**config.mk**
```make
export PLATFORM = sky130hd
export DESIGN_NAME = key_events_flat
export DESIGN_NICKNAME = d
export VERILOG_FILES = /design/src/rtl/key_events_pkg.sv /design/src/rtl/key_events_if.sv /design/src/rtl/key_events_ch.sv /design/src/rtl/key_events.sv /design/src/flat_wrapper.sv
export SDC_FILE = /design/constraint.sdc
export NUM_CORES = 1
export LEC_CHECK = 0
export CAP_MARGIN = 5
export CORE_MARGIN = 2
export CORE_UTILIZATION = 45
export DETAILED_ROUTE_END_ITERATION = 8
export SLEW_MARGIN = 25
export SYNTH_ARGS = -nofsm -noshare
export SYNTH_HDL_FRONTEND = slang
export SYNTH_SLANG_ARGS = --single-unit
```
**constraint.sdc**
```tcl
create_clock -name clk -period 23.4 [get_ports clk]
set_clock_uncertainty 0.1 [all_clocks]
set_input_delay 4.68 -clock clk [delete_from_list [all_inputs] [get_ports clk]]
set_output_delay 4.68 -clock clk [all_outputs]
set_load 0.01 [all_outputs]
```
**src/rtl/key_events_pkg.sv**
```systemverilog
// Shared types and helpers for the multi-key debounce / click classifier.
package key_events_pkg;

    // Per-channel classifier states
    typedef enum logic [3:0] {
        IDLE,
        PDB,
        HOLD,
        LHOLD,
        RDB,
        RDB_L,
        GAP,
        HOLD2,
        RDB2
    } state_t;

    // Pin level that means "not pressed" for each polarity
    localparam logic PIN_RELEASED_ACTIVE_LOW  = 1'b1;
    localparam logic PIN_RELEASED_ACTIVE_HIGH = 1'b0;

    // Released pin level for the selected polarity
    function automatic logic released_level(input bit active_low);
        return active_low ? PIN_RELEASED_ACTIVE_LOW : PIN_RELEASED_ACTIVE_HIGH;
    endfunction

    // Counter width able to reach the largest timing threshold
    function automatic int cnt_width(input int a, input int b, input int c);
        int m;
        m = a;
        if (b > m) m = b;
        if (c > m) m = c;
        return $clog2(m) + 1;
    endfunction

endpackage

```
**src/rtl/key_events_if.sv**
```systemverilog
// Key pins in, debounced level and event pulses out.
interface key_events_if #(
    parameter int N_KEYS = 4
);
    logic [N_KEYS-1:0] key;
    logic [N_KEYS-1:0] held;
    logic [N_KEYS-1:0] click;
    logic [N_KEYS-1:0] dclick;
    logic [N_KEYS-1:0] lpress;

    modport master (output key, input held, input click, input dclick, input lpress);
    modport slave  (input key, output held, output click, output dclick, output lpress);
endinterface

```
**src/rtl/key_events_ch.sv**
```systemverilog
// One key channel: 2-FF synchronizer, polarity normalise, classifier FSM.
module key_events_ch
    import key_events_pkg::*;
#(
    parameter int ACTIVE_LOW   = 1,
    parameter int DEBOUNCE_CYC = 1_000_000,
    parameter int LONG_CYC     = 50_000_000,
    parameter int GAP_CYC      = 25_000_000,
    parameter int DCLICK_EN    = 1
) (
    input  logic clk,
    input  logic rst,
    input  logic key_raw,
    output logic held,
    output logic click,
    output logic dclick,
    output logic lpress
);
    localparam int            CW        = cnt_width(LONG_CYC, GAP_CYC, DEBOUNCE_CYC);
    localparam logic [CW-1:0] CNT_MAX   = '1;
    localparam logic [CW-1:0] DB_LAST   = CW'(DEBOUNCE_CYC - 1);
    localparam logic [CW-1:0] LONG_LAST = CW'(LONG_CYC - 1);
    localparam logic [CW-1:0] GAP_LAST  = CW'(GAP_CYC - 1);
    localparam logic          REL_LVL   = released_level(ACTIVE_LOW != 0);

    logic          s1, s2, p;
    state_t        state;
    logic [CW-1:0] cnt;       // time in current state, cleared on entry
    logic [CW-1:0] hold_cnt;  // accumulated hold time, survives release glitches
    logic          second;    // current press is the second of a pair
    logic          lp_pend;   // lpress owed one cycle after a HOLD2 long press

    function automatic logic [CW-1:0] sat_inc(input logic [CW-1:0] v);
        return (v == CNT_MAX) ? v : v + 1'b1;
    endfunction

    assign p = (ACTIVE_LOW != 0) ? ~s2 : s2;

    // Bring the raw pin into the clock domain; reset to the released level
    always_ff @(posedge clk or posedge rst) begin
        if (rst) begin
            s1 <= REL_LVL;
            s2 <= REL_LVL;
        end else begin
            s1 <= key_raw;
            s2 <= s1;
        end
    end

    // Classifier FSM with registered level and one-cycle event pulses
    always_ff @(posedge clk or posedge rst) begin
        if (rst) begin
            state    <= IDLE;
            cnt      <= '0;
            hold_cnt <= '0;
            second   <= 1'b0;
            lp_pend  <= 1'b0;
            held     <= 1'b0;
            click    <= 1'b0;
            dclick   <= 1'b0;
            lpress   <= 1'b0;
        end else begin
            click   <= 1'b0;
            dclick  <= 1'b0;
            lpress  <= lp_pend;
            lp_pend <= 1'b0;
            cnt     <= sat_inc(cnt);
            case (state)
                IDLE: begin
                    if (p) begin
                        state  <= PDB;
                        cnt    <= '0;
                        second <= 1'b0;
                    end
                end
                PDB: begin
                    if (cnt == DB_LAST) begin
                        cnt <= '0;
                        if (p) begin
                            held     <= 1'b1;
                            hold_cnt <= '0;
                            state    <= second ? HOLD2 : HOLD;
                        end else begin
                            state <= second ? GAP : IDLE;
                        end
                    end
                end
                HOLD: begin
                    // Reaching the threshold wins over a same-cycle release
                    if (hold_cnt == LONG_LAST) begin
                        lpress <= 1'b1;
                        state  <= LHOLD;
                        cnt    <= '0;
                    end else begin
                        hold_cnt <= sat_inc(hold_cnt);
                        if (!p) begin
                            state <= RDB;
                            cnt   <= '0;
                        end
                    end
                end
                LHOLD: begin
                    if (!p) begin
                        state <= RDB_L;
                        cnt   <= '0;
                    end
                end
                RDB, RDB_L, RDB2: begin
                    if (cnt == DB_LAST) begin
                        cnt <= '0;
                        if (p) begin
                            state <= (state == RDB) ? HOLD : (state == RDB_L) ? LHOLD : HOLD2;
                        end else begin
                            held <= 1'b0;
                            if (state == RDB2) begin
                                dclick <= 1'b1;
                                state  <= IDLE;
                            end else if (state == RDB_L) begin
                                state <= IDLE;
                            end else if (DCLICK_EN == 0) begin
                                click <= 1'b1;
                                state <= IDLE;
                            end else begin
                                state <= GAP;
                            end
                        end
                    end
                end
                GAP: begin
                    // Expiry wins over a same-cycle rise; that press restarts from IDLE
                    if (cnt == GAP_LAST) begin
                        click <= 1'b1;
                        state <= IDLE;
                        cnt   <= '0;
                    end else if (p) begin
                        state  <= PDB;
                        second <= 1'b1;
                        cnt    <= '0;
                    end
                end
                HOLD2: begin
                    // Second press held long: first press is a click, this one a long press
                    if (hold_cnt == LONG_LAST) begin
                        click   <= 1'b1;
                        lp_pend <= 1'b1;
                        state   <= LHOLD;
                        cnt     <= '0;
                    end else begin
                        hold_cnt <= sat_inc(hold_cnt);
                        if (!p) begin
                            state <= RDB2;
                            cnt   <= '0;
                        end
                    end
                end
                default: begin
                    state <= IDLE;
                    cnt   <= '0;
                end
            endcase
        end
    end

endmodule

```
**src/rtl/key_events.sv**
```systemverilog
// N-key debounce and click/double-click/long-press front end; wiring only.
module key_events
    import key_events_pkg::*;
#(
    parameter int N_KEYS       = 4,
    parameter int ACTIVE_LOW   = 1,
    parameter int DEBOUNCE_CYC = 1_000_000,
    parameter int LONG_CYC     = 50_000_000,
    parameter int GAP_CYC      = 25_000_000,
    parameter int DCLICK_EN    = 1
) (
    input logic         clk,
    input logic         rst,
    key_events_if.slave bus
);
    logic [N_KEYS-1:0] held_w, click_w, dclick_w, lpress_w;

    for (genvar i = 0; i < N_KEYS; i++) begin : g_ch
        key_events_ch #(
            .ACTIVE_LOW  (ACTIVE_LOW),
            .DEBOUNCE_CYC(DEBOUNCE_CYC),
            .LONG_CYC    (LONG_CYC),
            .GAP_CYC     (GAP_CYC),
            .DCLICK_EN   (DCLICK_EN)
        ) u_ch (
            .clk    (clk),
            .rst    (rst),
            .key_raw(bus.key[i]),
            .held   (held_w[i]),
            .click  (click_w[i]),
            .dclick (dclick_w[i]),
            .lpress (lpress_w[i])
        );
    end

    assign bus.held   = held_w;
    assign bus.click  = click_w;
    assign bus.dclick = dclick_w;
    assign bus.lpress = lpress_w;

endmodule
```
**src/flat_wrapper.sv**
```systemverilog
// flat-port wrapper written by rule: the top's interface ports become plain ports
module key_events_flat import key_events_pkg::*;
#(
    parameter int N_KEYS       = 4,
    parameter int ACTIVE_LOW   = 1,
    parameter int DEBOUNCE_CYC = 1_000_000,
    parameter int LONG_CYC     = 50_000_000,
    parameter int GAP_CYC      = 25_000_000,
    parameter int DCLICK_EN    = 1
)
  (clk, rst, bus_key, bus_held, bus_click, bus_dclick, bus_lpress);
  key_events_if #(.N_KEYS(N_KEYS)) bus_i ();
  input logic clk;
  input logic rst;
  input wire logic [$bits(bus_i.key)-1:0] bus_key;
  output wire logic [$bits(bus_i.held)-1:0] bus_held;
  output wire logic [$bits(bus_i.click)-1:0] bus_click;
  output wire logic [$bits(bus_i.dclick)-1:0] bus_dclick;
  output wire logic [$bits(bus_i.lpress)-1:0] bus_lpress;
  assign bus_i.key = bus_key;
  assign bus_held = bus_i.held;
  assign bus_click = bus_i.click;
  assign bus_dclick = bus_i.dclick;
  assign bus_lpress = bus_i.lpress;
  key_events #(.N_KEYS(N_KEYS), .ACTIVE_LOW(ACTIVE_LOW), .DEBOUNCE_CYC(DEBOUNCE_CYC), .LONG_CYC(LONG_CYC), .GAP_CYC(GAP_CYC), .DCLICK_EN(DCLICK_EN)) u_core (.clk(clk), .rst(rst), .bus(bus_i));
endmodule
```
==> job_summary.md <==
## Synthesis and layout report

| Metric | Value |
|---|---|
| I/O pin total | `22` |
| Num sequential | `264` |
| Grt ovf | `0` |
| RSZ-0062 raised after global routing | `no` |
| Initial antenna violation count | `0` |
| Worst slack, placed | `16.45 ns` |
| CTS H-Tree Depth | `2` |
| Cell count in the Yosys report | `1731` |
| Setup-failing EPs final | `0` |
| Delay-heaviest family, CP | `buffers and inverters` |
| Synth Warn # | `0` |
| Buffers excl. clock | `33` |
| Pwr Density | `58.44 nW/µm²` |
| Tot GR Track Use | `19.52%` |
| Clock-cell share | `6.595%` |
| Clock buffer count | `49` |
| Worst setup endpoint | `bus_held[3]` |
| CP Launch Point | `u_core.g_ch[3].u_ch.held` |
| Syn Inst Count | `1731` |
| Status | `completed` |
| Setup crit start kind | `flop` |
| Ys async rst share | `100.0%` |
| Synth Area in Adders | `0.7770%` |
| Area Growth Syn to Fin | `9.235%` |
| Signal buf overhead | `1.845%` |
| Relative slew margins | `34.80%` |
| Post-DRT Antenna Nets | `0` |
| FF-to-FF End | `u_core.g_ch[1].u_ch.cnt[22]` |
| Worst path required time | `18.62 ns` |
| Largest cell class | `multi-input combinational cells` |
| CTS Sinks | `264` |
| Placed instance count | `2104` |
| Share of layout cells above drive strength 1 | `7.226%` |
| Unique cell types | `86` |
| Gpl congestion | `0.8507` |
| Max-area cell share | `41.44%` |
| CTS tree | `done` |
| Core Area | `33700 µm²` |
| Clock Path Buffers | `3` |
| Seq pwr share | `46.6%` |
| Min Tclk post-route | `6.177 ns` |
| Number of setup buffers added after CTS | `0` |
| Post-synth area from yosys stat | `15460 µm²` |
| Max stage delay cell, worst path | `clkdlybuf4s50_1` |
| Comb/total area | `48.39%` |
| Min-Delay Path Depth | `0` |
| Worst Hold End | `u_core.g_ch[2].u_ch.s2` |
| Post-Syn Area per Cell | `8.930 µm²` |
| Met3 usage | `2.521%` |
| Top Layout Cells | `256 x dfrtp_1, 225 x nor2_1, 143 x nand2_1` |
| # hold bufs at CTS | `0` |
| Synth area leader | `dfrtp_1` |
| GR peak layer | `met2` |
| Worst-margin pin slew | `0.9780 ns` |
| Post_cts resized | `0` |
| Tool warnings | `28` |
| Simple Share, Synth | `32.61%` |
| Non-clock inverter count | `28` |
| Pleak | `6.716 nW` |
| Clk Latency, worst-skew pair | `0.51 ns` |
| Mapped Area | `15460 µm²` |
| Fmax | `161.9 MHz` |
| Largest power group | `the clock network` |
| Internal | `0.7791 mW` |
| Post-synth EDFFs | `0` |
| Multiplexer share | `0.6232%` |
| R2r setup slk | `20.12 ns` |
| Met2 Usage GRT | `30.56%` |
| Total CTS buffers | `34` |
| GR Util met1 | `28.66%` |
| Met2 WL | `15.28 mm` |
| Post-Synth XOR/XNOR Area | `8.442%` |
| Max-cap violations | `0` |
| Multi-input gates | `1331` |
| Die width | `189.3 µm` |
| Min setup slack post-route | `17.22 ns` |
| Critical path's largest stage delay | `0.54 ns` |
| Share of total power in combinational logic | `1.3%` |
| Logic family by area | `simple AND/OR/NAND/NOR gates` |
| DRC Markers | `0` |
| Fill cell count | `3167` |
| Max Transition Viols Final | `0` |
| Tap Cells | `448` |
| Routed vias | `12670` |
| Arr. time, crit path | `1.40 ns` |
| First-pass GRT wire length | `59.93 mm` |
| R2R Path Start | `u_core.g_ch[1].u_ch.cnt[25]` |
| Diode count | `0` |
| DRT iter0 DRCs | `959` |
| Port buffer count | `21` |
| Non-Filler Instances | `2164` |
| Uppermost layer routed | `met4` |
| Top cells by area | `dfrtp_1 41%, nor2_1 5.5%, xor2_1 4.3%, xnor2_1 4.1%, nand4_1 3.5%` |
| Die height | `189.3 µm` |
| Wire length on met3 | `1.130 mm` |
| Syn nets | `1745` |
| AO/OA Area Share | `10.17%` |
| Top_reg_cell synth | `dfrtp_1` |
| Hold_sp | `u_core.g_ch[2].u_ch.s1` |
| Combinational gate power | `0.0125 mW` |
| Tot Pwr | `0.9868 mW` |
| HP Class | `reg2reg` |
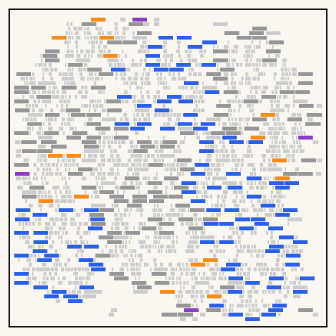
(images/ff_map.png)
Other sequential cells in the stronger gray, the rest of the logic in the fainter gray.
legend:
  u_core.g_ch.u_ch.held:
    color: purple
    placed_flops: 4
    where: widely spread
  u_core.g_ch.u_ch.hold_cnt:
    color: blue
    placed_flops: 108
    where: widely spread
  u_core.g_ch.u_ch.state:
    color: orange
    placed_flops: 16
    where: widely spread
seq pwr: 0.460 mW
fin util: 50.11%
flop share of the area: 39.18%
Seq. cell area: 6616 µm²

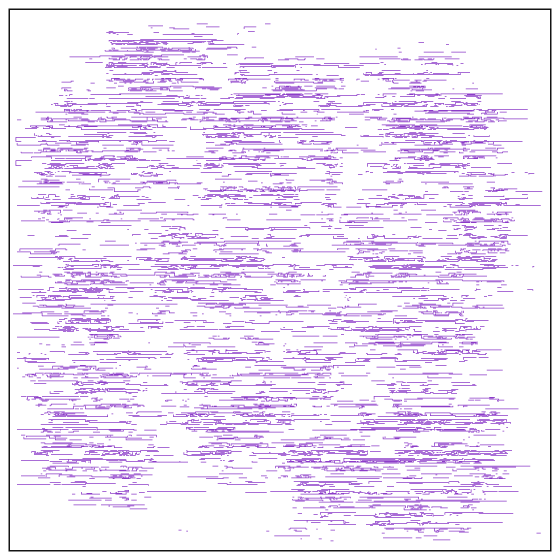
(images/m1.png)
wire length on this layer: 17000 µm
nets with wire on the layer: 1596
share of all routed wire: 50%
main direction: horizontal

Power is estimated from default activity; no workload was simulated.
